--- config.mk ---
export PLATFORM = sky130hd
export DESIGN_NAME = alu_rpn_pila_flat
export DESIGN_NICKNAME = d
export VERILOG_FILES = /design/src/rtl/alu_rpn_pila_if.sv /design/src/rtl/alu_rpn_pila.sv /design/src/flat_wrapper.sv
export SDC_FILE = /design/constraint.sdc
export NUM_CORES = 1
export LEC_CHECK = 0
export CAP_MARGIN = 20
export CORE_AREA = 2 2 105 107
export DETAILED_ROUTE_END_ITERATION = 8
export DIE_AREA = 0 0 107 109
export DONT_BUFFER_PORTS = 1
export PLACE_DENSITY = 0.5
export SYNTH_ARGS = -nofsm -noshare
export SYNTH_HDL_FRONTEND = slang
export SYNTH_SLANG_ARGS = --single-unit
--- constraint.sdc ---
create_clock -name clk -period 10.6 [get_ports clk]
set_input_delay 1.59 -clock clk [delete_from_list [all_inputs] [get_ports clk]]
set_output_delay 1.59 -clock clk [all_outputs]
set_load 0.05 [all_outputs]
--- src/rtl/alu_rpn_pila_if.sv ---
// Command/result bundle for the RPN calculator core: the keypad side drives
// commands (master), the core answers with stack view and status (slave).
interface alu_rpn_pila_if #(
  parameter int N_BITS = 8,
  parameter int DEPTH  = 4
) ();
  localparam int CW = $clog2(DEPTH + 1);

  logic              in_valid;
  logic [1:0]        cmd;
  logic [2:0]        operacion;
  logic [N_BITS-1:0] dato_in;
  logic              out_valid;
  logic [N_BITS-1:0] tope;
  logic [CW-1:0]     cuenta;
  logic [3:0]        flags;
  logic              error;
  logic [1:0]        err_code;

  modport master (
    output in_valid, cmd, operacion, dato_in,
    input  out_valid, tope, cuenta, flags, error, err_code
  );

  modport slave (
    input  in_valid, cmd, operacion, dato_in,
    output out_valid, tope, cuenta, flags, error, err_code
  );
endinterface

--- src/rtl/alu_rpn_pila.sv ---
// RPN calculator core: N_BITS ALU fused with a DEPTH-entry operand stack.
// Optional macro ALU_RPN_MUL_EN enables operacion 101 (MUL); otherwise 101 is illegal.
module alu_rpn_pila #(
  parameter int N_BITS = 8,
  parameter int DEPTH  = 4
) (
  input logic           clk,
  input logic           reset,
  alu_rpn_pila_if.slave bus
);
  localparam int CW  = $clog2(DEPTH + 1);
  localparam int IW  = $clog2(DEPTH);
  localparam int MSB = N_BITS - 1;

  localparam logic [1:0] CMD_PUSH  = 2'b00;
  localparam logic [1:0] CMD_OP    = 2'b01;
  localparam logic [1:0] CMD_POP   = 2'b10;
  localparam logic [1:0] CMD_CLEAR = 2'b11;

  localparam logic [1:0] ERR_NONE  = 2'b00;
  localparam logic [1:0] ERR_OVER  = 2'b01;
  localparam logic [1:0] ERR_UNDER = 2'b10;
  localparam logic [1:0] ERR_ILLEG = 2'b11;

  logic [N_BITS-1:0] stack_reg [DEPTH];
  logic [CW-1:0]     cuenta_reg, cuenta_next;
  logic [3:0]        flags_reg, flags_next;
  logic              out_valid_reg, out_valid_next;
  logic              error_reg, error_next;
  logic [1:0]        err_code_reg, err_code_next;

  logic              write_req;
  logic [IW-1:0]     wr_idx;
  logic [N_BITS-1:0] wr_data;
  logic [DEPTH-1:0]  wr_en;

  logic [IW-1:0]     idx_a, idx_b;
  logic [N_BITS-1:0] operand_a, operand_b;

  logic [N_BITS:0]   sum_ext;
  logic [N_BITS-1:0] alu_res;
  logic              alu_c, alu_v, op_legal;

  // Index arithmetic wraps when cuenta is too small; those reads are never used.
  assign idx_b     = IW'(cuenta_reg - CW'(1));
  assign idx_a     = IW'(cuenta_reg - CW'(2));
  assign operand_a = stack_reg[idx_a];
  assign operand_b = stack_reg[idx_b];

`ifdef ALU_RPN_MUL_EN
  logic [2*N_BITS-1:0] mul_full;
  assign mul_full = {{N_BITS{1'b0}}, operand_a} * {{N_BITS{1'b0}}, operand_b};
`endif

  always_comb begin
    sum_ext  = '0;
    alu_res  = '0;
    alu_c    = 1'b0;
    alu_v    = 1'b0;
    op_legal = 1'b1;
    case (bus.operacion)
      3'b000: begin
        sum_ext = {1'b0, operand_a} + {1'b0, operand_b};
        alu_res = sum_ext[N_BITS-1:0];
        alu_c   = sum_ext[N_BITS];
        alu_v   = (operand_a[MSB] == operand_b[MSB]) && (alu_res[MSB] != operand_a[MSB]);
      end
      3'b001: begin
        // Two's-complement subtract: carry out set means no borrow.
        sum_ext = {1'b0, operand_a} + {1'b0, ~operand_b} + (N_BITS + 1)'(1);
        alu_res = sum_ext[N_BITS-1:0];
        alu_c   = sum_ext[N_BITS];
        alu_v   = (operand_a[MSB] != operand_b[MSB]) && (alu_res[MSB] != operand_a[MSB]);
      end
      3'b010: alu_res = operand_a & operand_b;
      3'b011: alu_res = operand_a | operand_b;
      3'b100: alu_res = operand_a ^ operand_b;
`ifdef ALU_RPN_MUL_EN
      3'b101: begin
        alu_res = mul_full[N_BITS-1:0];
        alu_c   = |mul_full[2*N_BITS-1:N_BITS];
        alu_v   = alu_c;
      end
`endif
      default: op_legal = 1'b0;
    endcase
  end

  always_comb begin
    cuenta_next    = cuenta_reg;
    flags_next     = flags_reg;
    out_valid_next = bus.in_valid;
    error_next     = 1'b0;
    err_code_next  = ERR_NONE;
    write_req      = 1'b0;
    wr_idx         = idx_a;
    wr_data        = alu_res;
    if (bus.in_valid) begin
      case (bus.cmd)
        CMD_PUSH: begin
          if (cuenta_reg == CW'(DEPTH)) begin
            error_next    = 1'b1;
            err_code_next = ERR_OVER;
          end else begin
            write_req   = 1'b1;
            wr_idx      = IW'(cuenta_reg);
            wr_data     = bus.dato_in;
            cuenta_next = cuenta_reg + CW'(1);
          end
        end
        CMD_OP: begin
          // Underflow takes precedence over an illegal opcode.
          if (cuenta_reg < CW'(2)) begin
            error_next    = 1'b1;
            err_code_next = ERR_UNDER;
          end else if (!op_legal) begin
            error_next    = 1'b1;
            err_code_next = ERR_ILLEG;
          end else begin
            write_req   = 1'b1;
            cuenta_next = cuenta_reg - CW'(1);
            flags_next  = {alu_res[MSB], (alu_res == '0), alu_c, alu_v};
          end
        end
        CMD_POP: begin
          if (cuenta_reg == '0) begin
            error_next    = 1'b1;
            err_code_next = ERR_UNDER;
          end else begin
            cuenta_next = cuenta_reg - CW'(1);
          end
        end
        CMD_CLEAR: begin
          cuenta_next = '0;
          flags_next  = '0;
        end
        default: ;
      endcase
    end
  end

  always_ff @(posedge clk) begin
    if (reset) begin
      cuenta_reg    <= '0;
      flags_reg     <= '0;
      out_valid_reg <= 1'b0;
      error_reg     <= 1'b0;
      err_code_reg  <= ERR_NONE;
    end else begin
      cuenta_reg    <= cuenta_next;
      flags_reg     <= flags_next;
      out_valid_reg <= out_valid_next;
      error_reg     <= error_next;
      err_code_reg  <= err_code_next;
    end
  end

  // Stack storage needs no reset: cuenta alone defines which entries are live.
  for (genvar gi = 0; gi < DEPTH; gi++) begin : g_stack
    assign wr_en[gi] = write_req && !reset && (wr_idx == IW'(gi));
    always_ff @(posedge clk) begin
      if (wr_en[gi]) begin
        stack_reg[gi] <= wr_data;
      end
    end
  end

  assign bus.tope      = (cuenta_reg == '0) ? '0 : operand_b;
  assign bus.cuenta    = cuenta_reg;
  assign bus.flags     = flags_reg;
  assign bus.out_valid = out_valid_reg;
  assign bus.error     = error_reg;
  assign bus.err_code  = err_code_reg;
endmodule

--- src/flat_wrapper.sv ---
// flat-port wrapper written by rule: the top's interface ports become plain ports
module alu_rpn_pila_flat 
#(
  parameter int N_BITS = 8,
  parameter int DEPTH  = 4
)
  (clk, reset, bus_in_valid, bus_cmd, bus_operacion, bus_dato_in, bus_out_valid, bus_tope, bus_cuenta, bus_flags, bus_error, bus_err_code);
  alu_rpn_pila_if #(.N_BITS(N_BITS), .DEPTH(DEPTH)) bus_i ();
  input logic clk;
  input logic reset;
  input wire logic [$bits(bus_i.in_valid)-1:0] bus_in_valid;
  input wire logic [$bits(bus_i.cmd)-1:0] bus_cmd;
  input wire logic [$bits(bus_i.operacion)-1:0] bus_operacion;
  input wire logic [$bits(bus_i.dato_in)-1:0] bus_dato_in;
  output wire logic [$bits(bus_i.out_valid)-1:0] bus_out_valid;
  output wire logic [$bits(bus_i.tope)-1:0] bus_tope;
  output wire logic [$bits(bus_i.cuenta)-1:0] bus_cuenta;
  output wire logic [$bits(bus_i.flags)-1:0] bus_flags;
  output wire logic [$bits(bus_i.error)-1:0] bus_error;
  output wire logic [$bits(bus_i.err_code)-1:0] bus_err_code;
  assign bus_i.in_valid = bus_in_valid;
  assign bus_i.cmd = bus_cmd;
  assign bus_i.operacion = bus_operacion;
  assign bus_i.dato_in = bus_dato_in;
  assign bus_out_valid = bus_i.out_valid;
  assign bus_tope = bus_i.tope;
  assign bus_cuenta = bus_i.cuenta;
  assign bus_flags = bus_i.flags;
  assign bus_error = bus_i.error;
  assign bus_err_code = bus_i.err_code;
  alu_rpn_pila #(.N_BITS(N_BITS), .DEPTH(DEPTH)) u_core (.clk(clk), .reset(reset), .bus(bus_i));
endmodule
Figure 1. Placement view (run 1).
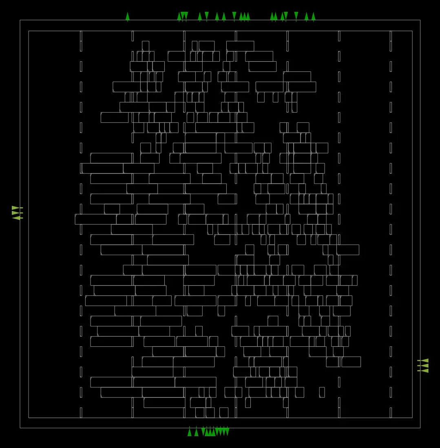
floorplan row count: 38
flop share of the area: 32.68%
final core utilization: 34.13%
FF+latch count: 43
Fill cells: 1,046

Figure 2. Logic cells by family (run 1).
(4 px per µm)
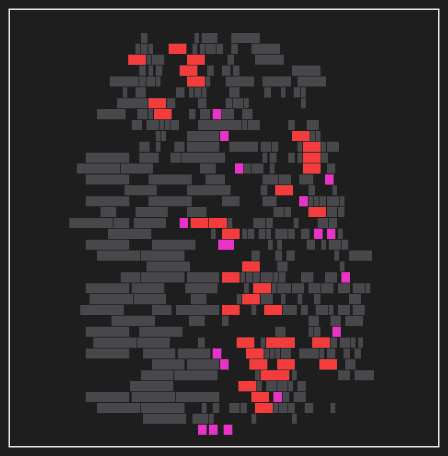
legend:
  red:
    family: adder and majority cells
    cells: 33
  magenta:
    family: AND and OR gates
    cells: 17
non-filler instance count after layout: 461
Top cell excl fill/tap: inv_1

==> flow_summary.ini, run 1 <==
; implementation run metrics
[yosys]
yosys_cells = 326
synth_flops = 43
synth.comb.largest_family = AND-OR/OR-AND gates
post_synth.cell_area_avg_um2 = 10.35
yosysWarnings = 0
yosysSeqAreaShare_pct = 35.00
top_area_cell = edfxtp_1
muxShareOfSynthArea_pct = 13.90
ys_chip_area_mm2 = 0.003374
edf_count = 32
ff_type = edfxtp_1
netlist_instances = 326
ys_sh_simple_pct = 15.09
floorplan.nets = 375
xor_share_pct = 1.298
topCellsByArea = edfxtp_1 28%, ha_1 11%, mux4_2 11%
aoi_share_pct = 15.54

[min_path]
min_path_type = flip-flop to flip-flop
min_from = u_core.bus.cuenta[1]

[cts]
cts_tree = built
cts_hold_buf = 0
root_buffer = clkbuf_8
cts_buffers = 5
cts.sinks = 43
htreeDepth = 2
clock_latency_ns = 0.29
post_cts_buffers = 0

[final_timing]
max_freq_ghz = 0.2117
min_period_ns = 4.724
maxSlewViolCount = 0
setup_violations = 0
rsz0062_at_grt = false
final.setup.tns_ns = 0

[cells_and_area]
drive_above_1_share_pct = 14.33
comb_area_mm2 = 0.001974
final_layout_top_logic_cells = 33 x inv_1, 32 x edfxtp_1, 31 x ha_1, 22 x a21oi_1, 21 x nor2_1
diodes = 0

[critical_path]
worst_ep_required_time_ns = 10.63
reg2reg_from = u_core.bus.cuenta[0]
startpoint = u_core.bus.cuenta[0]
end_kind = flip-flop
rrSetupSlack_ns = 5.88
cp_cell_sequence = inv_1 > ha_1 > mux4_2 > inv_1 > ha_1 > a211oi_1 > o2111ai_1 > a21oi_1 > mux2i_1 > o311ai_0 > or2_1 > mux2_2
r2r_end = u_core.stack_reg[1][7]
cp.depth = 12
cp_max_fo = 23
max_stage_delay_ns = 0.92
path_buffers = 2
critical_path_class = flip-flop to flip-flop
worstSetupEndpoint = u_core.stack_reg[1][7]
r2r_cells = 12

[die]
die_y_um = 109
chipArea_mm2 = 0.01166
ios = 35
initCoreUtil_pct = 31.83
fp.dieW_um = 107

[route]
drt-met1-wl_mm = 3.548
wl_met3_um = 264
dr.pass1.iters = 4
wl_met2_mm = 3.995
wire_per_inst_um = 17.08
vias = 2392
routed_wl_mm = 7.874

[pwr]
vdd_drop_max_v = 0.00005170
total_leakage_power_uw = 0.001344
p_per_area_mw_per_mm2 = 153.5

[global_routing]
grt-busiest-layer = met2
grtUsageMet3_pct = 2.750
met1_usage_pct = 17.55
antenna_found_initial = 0
grt_overflow = 0
grt_pass1_vias = 2452
grt_max_degree = 26
use_met2_pct = 24.75
grt_pass1_wl_mm = 12.66

[place]
portBuffers = 0
globalplace.congestion = 0.8464
dpl.cell_count = 453
placed_cell_area_mm2 = 0.003482

[flow_run]
cap_violations = 0

[run_status]
outcome = finished clean
Figure 3. Cells by drive strength (run 1).
(4 px per µm)
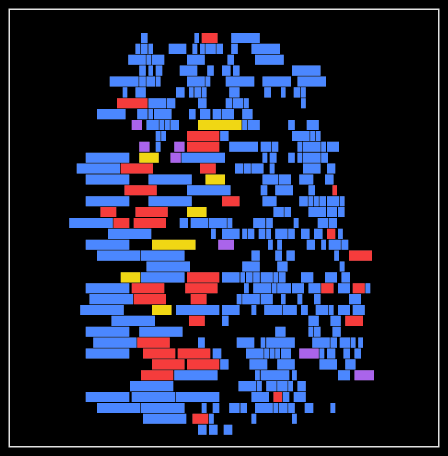
legend:
  red:
    size: _2 cells
    cells: 32
    share: 10%
  blue:
    size: _0 and _1 cells
    cells: 275
    share: 86%
  yellow:
    size: _6 and larger
    cells: 7
    share: 2.2%
  purple:
    size: _3 and _4 cells
    cells: 7
    share: 2.2%
design area: 0.003618 mm²
Signal buffers: 3
final setup margin: 5.876 ns
Syn-to-layout area delta: 7.230%

Figure 4. Wires at chosen ports, followed through buffers (run 1).
(2 px per µm)
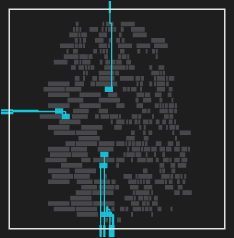
legend:
  cyan:
    port: `bus_dato_in`
    bits: 8
    direction: input
    edge: 5 bottom, 2 left, 1 top
    end_cells: 8
    buffers: 0
    wire: 190 µm

==> run 1: Yosys cell counts, drive strengths merged, types with 4 or more instances <==
| library cell | count |
|---|---|
| inv | 34 |
| edfxtp | 32 |
| ha | 31 |
| a21oi | 23 |
| nor2 | 21 |
| nand2 | 18 |
| mux4 | 16 |
| o21ai | 14 |
| dfxtp | 11 |
| and2 | 9 |
| buf | 8 |
| clkbuf | 8 |
| a211oi | 7 |
| mux2 | 7 |
| nand2b | 6 |
| nand3 | 6 |
| nor2b | 6 |
| nand3b | 5 |
| nor3 | 5 |
| xnor2 | 5 |
| nor4 | 4 |
| or2 | 4 |
==> run 1: power by group <==
| part | total [µW] | internal [µW] | switching (µW) |
|---|---|---|---|
| clock | 149 | 93.9 | 54.9 |
| combinational | 205 | 78.3 | 126 |
| sequential | 202 | 191 | 10.5 |
==> run 1: final cells by class <==
cell class                      instances  area share [%]
Sequential cell                        43           32.68
Tap cell                              140           4.841
Clock inverter                          3           1.867
Multi-Input combinational cell        233           54.56
Inverter                               34           3.527
Clock buffer                            5           1.902
Timing Repair Buffer                    3          0.6224
==> run 1: worst register-to-register path: stages (launching register included) <==
cell	delay (ns)
dfxtp_2	0.92
inv_1	0.22
ha_1	0.61
mux4_2	0.40
inv_1	0.18
ha_1	0.29
a211oi_1	0.38
o2111ai_1	0.21
a21oi_1	0.29
mux2i_1	0.21
o311ai_0	0.15
or2_1	0.28
mux2_2	0.31
==> run 1: stage by stage <==
step / utilization [%] / power (µW) / hold WS, ns
5_1_grt: 34.13 / 592.8 / 0.5586
2_1_floorplan: - / 378.2 / 0.6689
4_1_cts: 34.13 / 561.3 / 0.5376
6_report: 34.13 / 555.3 / 0.5279
3_3_place_gp: 32.84 / 410.2 / 0.5038
3_5_place_dp: 32.84 / 410.2 / 0.5248
==> inputs of run 2 (changes only) <==
==> constraint.sdc (replaced) <==
create_clock -name clk -period 4.4 [get_ports clk]
set_input_delay 0.66 -clock clk [delete_from_list [all_inputs] [get_ports clk]]
set_output_delay 0.66 -clock clk [all_outputs]
set_load 0.05 [all_outputs]
Figure 5. Cells by drive strength (run 2).
(4 px per µm)
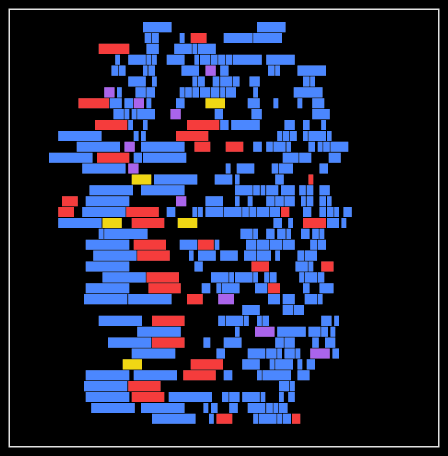
legend:
  purple:
    size: _3 and _4 cells
    cells: 10
    share: 3.1%
  red:
    size: _2 cells
    cells: 33
    share: 10%
  yellow:
    size: _6 and larger
    cells: 5
    share: 1.5%
  blue:
    size: _0 and _1 cells
    cells: 276
    share: 85%

==> run 2 against run 1 <==
Effect of this change:
- via count is 2.1% higher
- area after synthesis stayed put
- global-route usage is 0.090 points higher
- utilization is 0.27 points lower
- synthesized cell count stayed put
- clock power is 59% higher
- critical path depth stayed put
- largest cell class unchanged
- clock-buffer cell count stayed put
- sequential share of layout area is 0.30 points higher
- routed wire length is 0.52% higher
- sequential cell count stayed put
- hold slack worse by 0.12 ns
==> flow_summary.ini, run 2 <==
; implementation run metrics
[die]
chipArea_mm2 = 0.01166
core_mm2 = 0.01060
initCoreUtil_pct = 31.83
ios = 35
die_y_um = 109
fp.dieW_um = 107
core.rowCount = 38

[cts]
post_cts_resized = 0
htreeDepth = 2
cts_tree = built
clock_latency_ns = 0.31
root_buffer = clkbuf_8
cts_hold_buf = 0
path_clk_slew_ns = 0.08
cts_max_path_buffers = 2
cts_buffers = 5
cts.sinks = 43
post_cts_buffers = 0

[global_routing]
use_met2_pct = 24.43
grt_max_degree = 26
antenna_found_initial = 0
grt_overflow = 0
grt_pass1_wl_mm = 12.66
grt_pass1_vias = 2396
grt-busiest-layer = met2
met1_usage_pct = 17.43
grtUsageMet3_pct = 2.630
track_usage_pct = 14.07

[yosys]
yosysWarnings = 0
top_area_cell = edfxtp_1
ff_type = edfxtp_1
topCellsByArea = edfxtp_1 28%, ha_1 11%, mux4_2 11%
aoi_share_pct = 15.54
synth.comb.largest_family = AND-OR/OR-AND gates
syn_area_mm2 = 0.003374
adder_share_pct = 12.68
floorplan.nets = 375
synth.distinct_cells = 56
netlist_instances = 326
ys_sh_simple_pct = 15.09
yosys_cells = 326
post_synth.cell_area_avg_um2 = 10.35
muxShareOfSynthArea_pct = 13.90
synth_top_cell_by_count = inv_1
common_cells = 33 x inv_1, 32 x edfxtp_1, 31 x ha_1, 22 x a21oi_1, 21 x nor2_1
top_cell_area_share_pct = 28.48
edf_count = 32
synth_flops = 43
xor_share_pct = 1.298
async_reset_ff_share_pct = 0
yosysSeqAreaShare_pct = 35.00
ys_chip_area_mm2 = 0.003374

[pwr]
largestPowerGroup = combinational logic
vdd_drop_max_v = 0.0001251
combPwrFrac_pct = 41.4
pg_comb_uw = 506
clockPowerShare_pct = 19.4
p_seq_uw = 478
swShare_pct = 37.73
p_per_area_mw_per_mm2 = 340.4
p_switching_uw = 461.1
internal_power_uw = 760.9
total_leakage_power_uw = 0.001335
powerClk_uw = 237
p_seq_share_pct = 39.2

[critical_path]
max_stage_delay_ns = 0.52
crit_arrival_ns = 4.11
cp_max_fo = 4
rrSetupSlack_ns = 0.34
critical_path_class = flip-flop to flip-flop
cp_top_family = AND-OR/OR-AND gates
cp_cell_sequence = inv_1 > ha_1 > mux4_2 > inv_1 > ha_1 > a211oi_1 > o2111ai_1 > a21oi_1 > mux2i_1 > o311ai_0 > or2_1 > mux2_2
reg2reg_from = u_core.bus.cuenta[0]
worst_ep_required_time_ns = 4.46
end_kind = flip-flop
r2r_cells = 12
cp-start-kind = flip-flop
path_buffers = 2
r2r_end = u_core.stack_reg[3][7]
slowest_stage = dfxtp_2

[final_timing]
min_period_ns = 4.055
final.setup.tns_ns = 0
rsz0062_at_grt = false
relSlewSlack_pct = 46.04
hold_viol = 0
skew_ns = 0.01252
period_used_pct = 92.17
setup_violations = 0
max_freq_ghz = 0.2466
maxSlewViolCount = 0
tightest_slew_ns = 0.8065

[flow_run]
warnings = 47
cap_violations = 0

[route]
drcViolationCount = 0
dr.pass1.iters = 5
routed_via_density = 5.265
ant_nets = 0
wire_per_inst_um = 17.06
vias = 2443
drt_iter0_drc = 125
routed_wl_mm = 7.915

[cells_and_area]
largest_reg_flops = 32
layout.nets = 372
lay_top_count = inv_1
area_growth_pct = 6.377
final_layout_top_logic_cells = 33 x inv_1, 32 x edfxtp_1, 31 x ha_1, 22 x a21oi_1, 21 x nor2_1
design_area_mm2 = 0.003590
drive_above_1_share_pct = 14.81
diodes = 0

[place]
placed_cell_area_mm2 = 0.003506
globalplace.congestion = 0.8508
place.detailed.hpwl_mm = 6.278
portBuffers = 0

[min_path]
hold_depth = 1
min_from = reset
min_to = u_core.bus.cuenta[0]
min_path_type = input port to flip-flop

[run_status]
outcome = finished clean
==> run 2: layer usage <==
| metal | part of all wire (%) | up-vias |
|---|---|---|
| li1 | - | 1195 |
| met1 | 43 | 1179 |
| met2 | 50 | 58 |
| met3 | 5.0 | 11 |
| met4 | 1.8 | 0 |
| met5 | 0 | - |
==> run 2: worst max-delay path by stage <==
stage | from | to | cells after the start
floorplan | u_core.bus.cuenta[0] | u_core.stack_reg[0][7] | 14
global placement | u_core.bus.cuenta[0] | u_core.stack_reg[0][7] | 12
detailed placement | u_core.bus.cuenta[0] | u_core.stack_reg[2][7] | 12
CTS | u_core.bus.cuenta[0] | u_core.stack_reg[2][7] | 12
global route | u_core.bus.cuenta[0] | u_core.stack_reg[2][7] | 12
finish | u_core.bus.cuenta[0] | u_core.stack_reg[3][7] | 12
==> run 2: cell type report <==
type	instances	area [µm²]
clock buffers	5	68.82
clock inverters	3	15.01
fillers	1059	7013
inverters	34	127.6
multi-input cells	233	1974
flip-flops and latches	43	1184
well taps	140	175.2
repair buffers	6	45.04
==> run 2: per-stage QoR <==
stage          setup slack (ns)  utilization (%)  std cells  power [µW]  hold WS, ns
4_1_cts                  0.2935            33.86        464        1231       0.4014
2_1_floorplan           0.01779                -        326       911.5       0.6689
3_3_place_gp             0.3762            33.07        456       993.2       0.5086
6_report                 0.3447            33.86        464        1222       0.4053
5_1_grt                 0.03449            33.86        464        1302       0.4042
3_5_place_dp             0.3083            33.07        456       993.2       0.5165
==> run 2: cell families after synthesis <==
group                      after synthesis
and+or+nand+nor                         93
muxes                                   26
buffers and inverters                   50
adders and majority gates               33
xor gates and xnor gates                 5
AOI/OAI and AO/OA                       76
DFF                                     43
Power is estimated from default activity; no workload was simulated.
